## config.mk

```make
export PLATFORM = sky130hd
export DESIGN_NAME = mac_seq
export DESIGN_NICKNAME = d
export VERILOG_FILES = /design/src/rtl/mac_seq.sv
export SDC_FILE = /design/constraint.sdc
export NUM_CORES = 1
export LEC_CHECK = 0
export CORE_MARGIN = 3
export CORE_UTILIZATION = 35
export DETAILED_ROUTE_END_ITERATION = 6
export GPL_TIMING_DRIVEN = 0
export PLACE_DENSITY_LB_ADDON = 0.25
export SETUP_SLACK_MARGIN = 0.3
export SLEW_MARGIN = 20
export SYNTH_ARGS = -nofsm -noshare
export SYNTH_HDL_FRONTEND = slang
export SYNTH_SLANG_ARGS = --single-unit
export TNS_END_PERCENT = 1
```

## constraint.sdc

```tcl
create_clock -name clk -period 1.9 [get_ports clk]
set_input_delay 0.57 -clock clk [delete_from_list [all_inputs] [get_ports clk]]
set_output_delay 0.57 -clock clk [all_outputs]
set_load 0.01 [all_outputs]
```

## src/rtl/mac_seq.sv

```systemverilog
// Operand sequencer for one signed 8x8 MAC dot product: clears the MAC, walks the
// operand memories, then activates (ReLU, shift, saturate) the final sum into result.
module mac_seq #(
    parameter int N_TERMS   = 784,
    parameter int ADDR_W    = 10,
    parameter int RES_SHIFT = 7
) (
    input  logic                     clk,
    input  logic                     rst_n,
    input  logic                     start,
    input  logic signed [7:0]        in_data,
    input  logic signed [7:0]        wt_data,
    input  logic signed [25:0]       mac_acc,
    output logic        [ADDR_W-1:0] addr,
    output logic signed [7:0]        mac_a,
    output logic signed [7:0]        mac_b,
    output logic                     mac_clr_n,
    output logic        [7:0]        result,
    output logic                     busy,
    output logic                     done
);

    typedef enum logic [2:0] {
        S_IDLE  = 3'd0,
        S_CLR   = 3'd1,
        S_ACCUM = 3'd2,
        S_DRAIN = 3'd3,
        S_WB    = 3'd4
    } state_t;

    // One spare bit so the count can reach N_TERMS even when N_TERMS == 2**ADDR_W.
    localparam int CNT_W = ADDR_W + 1;
    localparam logic [CNT_W-1:0] LAST_CNT = CNT_W'(N_TERMS - 1);

    state_t           state_q, state_d;
    logic [CNT_W-1:0] cnt_q, cnt_d;
    logic             term_vld_q, term_vld_d;
    logic [7:0]       result_q, result_d;
    logic             done_q, done_d;

    function automatic logic [7:0] activate(input logic signed [25:0] acc);
        logic signed [25:0] shifted;
        shifted = acc >>> RES_SHIFT;
        if (acc < 26'sd0) begin
            activate = 8'h00;
        end else if (shifted > 26'sd255) begin
            activate = 8'hFF;
        end else begin
            activate = shifted[7:0];
        end
    endfunction

    // State, counter and result registers with synchronous active-low reset.
    always_ff @(posedge clk) begin
        if (!rst_n) begin
            state_q    <= S_IDLE;
            cnt_q      <= {CNT_W{1'b0}};
            term_vld_q <= 1'b0;
            result_q   <= 8'h00;
            done_q     <= 1'b0;
        end else begin
            state_q    <= state_d;
            cnt_q      <= cnt_d;
            term_vld_q <= term_vld_d;
            result_q   <= result_d;
            done_q     <= done_d;
        end
    end

    // Next-state logic; term_vld marks the cycle after an address was issued.
    always_comb begin
        state_d    = state_q;
        cnt_d      = cnt_q;
        term_vld_d = 1'b0;
        result_d   = result_q;
        done_d     = 1'b0;
        case (state_q)
            S_IDLE: begin
                if (start) begin
                    state_d = S_CLR;
                    cnt_d   = {CNT_W{1'b0}};
                end else begin
                    state_d = S_IDLE;
                end
            end
            S_CLR: begin
                cnt_d      = CNT_W'(1);
                term_vld_d = 1'b1;
                state_d    = S_ACCUM;
            end
            S_ACCUM: begin
                cnt_d      = cnt_q + CNT_W'(1);
                term_vld_d = 1'b1;
                if (cnt_q == LAST_CNT) begin
                    state_d = S_DRAIN;
                end else begin
                    state_d = S_ACCUM;
                end
            end
            S_DRAIN: begin
                state_d = S_WB;
            end
            S_WB: begin
                result_d = activate(mac_acc);
                done_d   = 1'b1;
                state_d  = S_IDLE;
            end
            default: begin
                state_d = S_IDLE;
            end
        endcase
    end

    // Operand steering: a zero product keeps the MAC unchanged outside valid terms.
    always_comb begin
        if (term_vld_q) begin
            mac_a = in_data;
            mac_b = wt_data;
        end else begin
            mac_a = 8'sd0;
            mac_b = 8'sd0;
        end
    end

    assign addr      = cnt_q[ADDR_W-1:0];
    assign mac_clr_n = (state_q != S_CLR);
    assign busy      = (state_q != S_IDLE);
    assign result    = result_q;
    assign done      = done_q;

endmodule
```

==> notes.md <==
- 135 — number of gates resized after cts
- 14 — largest net degree at the start of global routing
- 0 — gr ovfl total
- 90 ps — worst reg-to-reg setup slack
- term_vld_q — Reg2Reg Launch Point
- dfxtp_1, and2_1, nor2_1 — top cells by area in the synthesized netlist
- 43 — Iteration-0 DRC Markers
- 0 — number of antenna repair diodes
- 0.00423 mm² — DIE AREA
- 20 — number of rows created at floorplan
- 272 — dpl cells
- 154 — count of instantiated cells in the yosys netlist
- dfxtp_1 — ys flop type
- 6.02 ps — setup slack after layout
- 1252 — number of global-route vias before repair
- 37.7% — share of synthesized area occupied by flip-flops and latches
- 0 — maximum capacitance violations
- true — RSZ-0062 raised after global routing
- 492 µm² — sequential standard cell area
- 310 ps — Clk Latency, worst-skew pair
- 0.715 — weighted congestion at the end of routability-driven global placement
- 23 — count of clock tree sinks
- dfxtp_1, nor2_1, and2_1 — list of most frequent post-synthesis cells
- 0 — initial antenna violation count
- 465 mW/mm² — power density cells
- completed — outcome
- 0 — Final Hold Viols
- 275 — fillers
- 74 — PortBufs
- 23 — flops & latches, synth
- 200 — floorplan net count
- 21.9% — sequential fraction of total cell area
- 284 — count of non-filler cells in the finished layout
- 0.00318 mm² — area inside the core boundary
- 4.76 — Via-to-Cell Ratio
- 275 µV — peak ir drop on the vdd network
- 0 — count of library flops with an enable pin
- buffers — largest class
- 39.2% — ratio of cells with drive above 1 in the final layout
- 0.00224 mm² — final design instance area without fill
- 41.4% — NonClk Buf Share
- 3 — nonclk inv count
- 0.00122 mm² — YS chip area
- 36 — total number of warnings across the stage logs
- register — critical path launch point type
- result[0] — min-delay src
- 729 µm² — Logic area
- done — CTS tree
- 2470 µm — estimated wirelength of the detail-placed design
- 8.34 ps — worst clock skew on the final layout
-- critical path, stage by stage, from the launching register on --
cell	delay [ps]
dfxtp_2	340
buf_6	120
buf_8	110
or3_4	320
buf_6	130
-- per-layer routing --
layer / part of all wire [%] / routed length, µm / global-route usage [%]
met5: 0 / 0 / 0
met4: 1.3 / 43 / 4.92
met3: 10 / 352 / 4.68
met2: 48 / 1640 / 27.7
met1: 40 / 1380 / 18.2
-- cells by family after synthesis --
logic type / count (synthesis) / synth area share (%)
DFF: 23 / 37.7
buffers and inverters: 18 / 9.64
AOI/OAI and AO/OA: 20 / 9.85
adders and majority gates: 1 / 1.03
and+or+nand+nor: 84 / 36.0
xor gates and xnor gates: 8 / 5.74
-- sequential cells by signal, indices dropped and copies added (netlist names) --
register and count:
state_q 2, term_vld_q 1, done 1, result 8, cnt_q 11
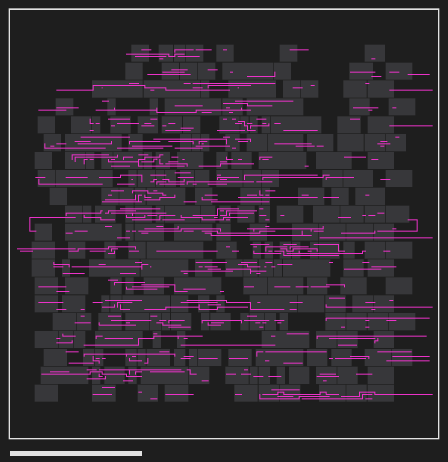
(metal 1)
The bar under the picture is 20 µm long. Cells faint in the background.
- longest straight run: 17.0 µm
- nets with wire on the layer: 229
total via count after detailed routing: 1351
sum of routed wire length over all layers: 3410 µm
met1 track demand over resource: 18.2%

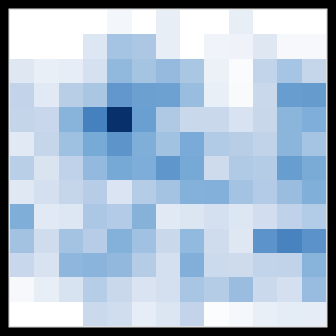
(routed metal per tile)
The die is cut into 13 by 13 equal tiles; white is low, dark blue is high, scaled to the fullest tile. Values are wire area over tile area, all layers added.
- fullest tile: 0.50
- mean over tiles: 0.13
- nearly empty tiles: 11%
- tiles over half the peak: 9.5%
- densest ninth of the die: centre
- emptiest ninth of the die: upper left
total track usage: 15.7%
Wirelength per Cell: 12.0 µm

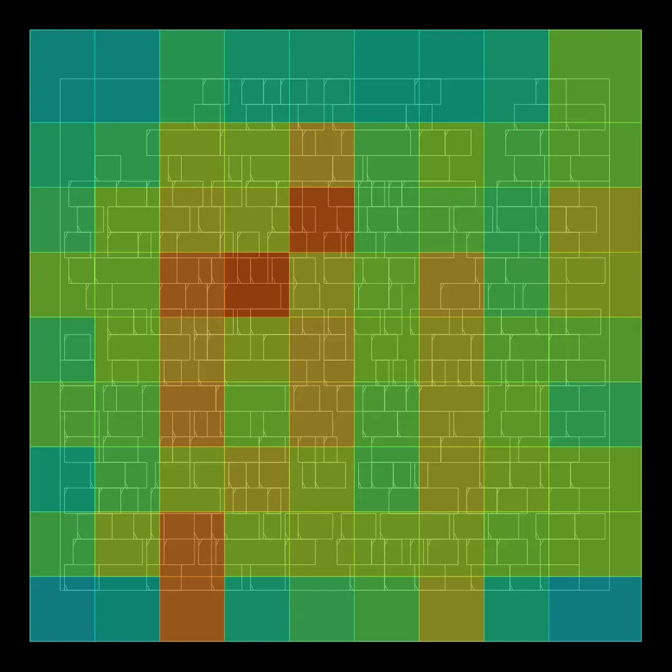
(congestion heat map)
met3 track demand over resource in global routing: 4.68%
busiest layer in global routing: met2
Final Util: 70.6%
fraction of met2 tracks used by global routing: 27.7%

Power and IR drop assume default switching activity.
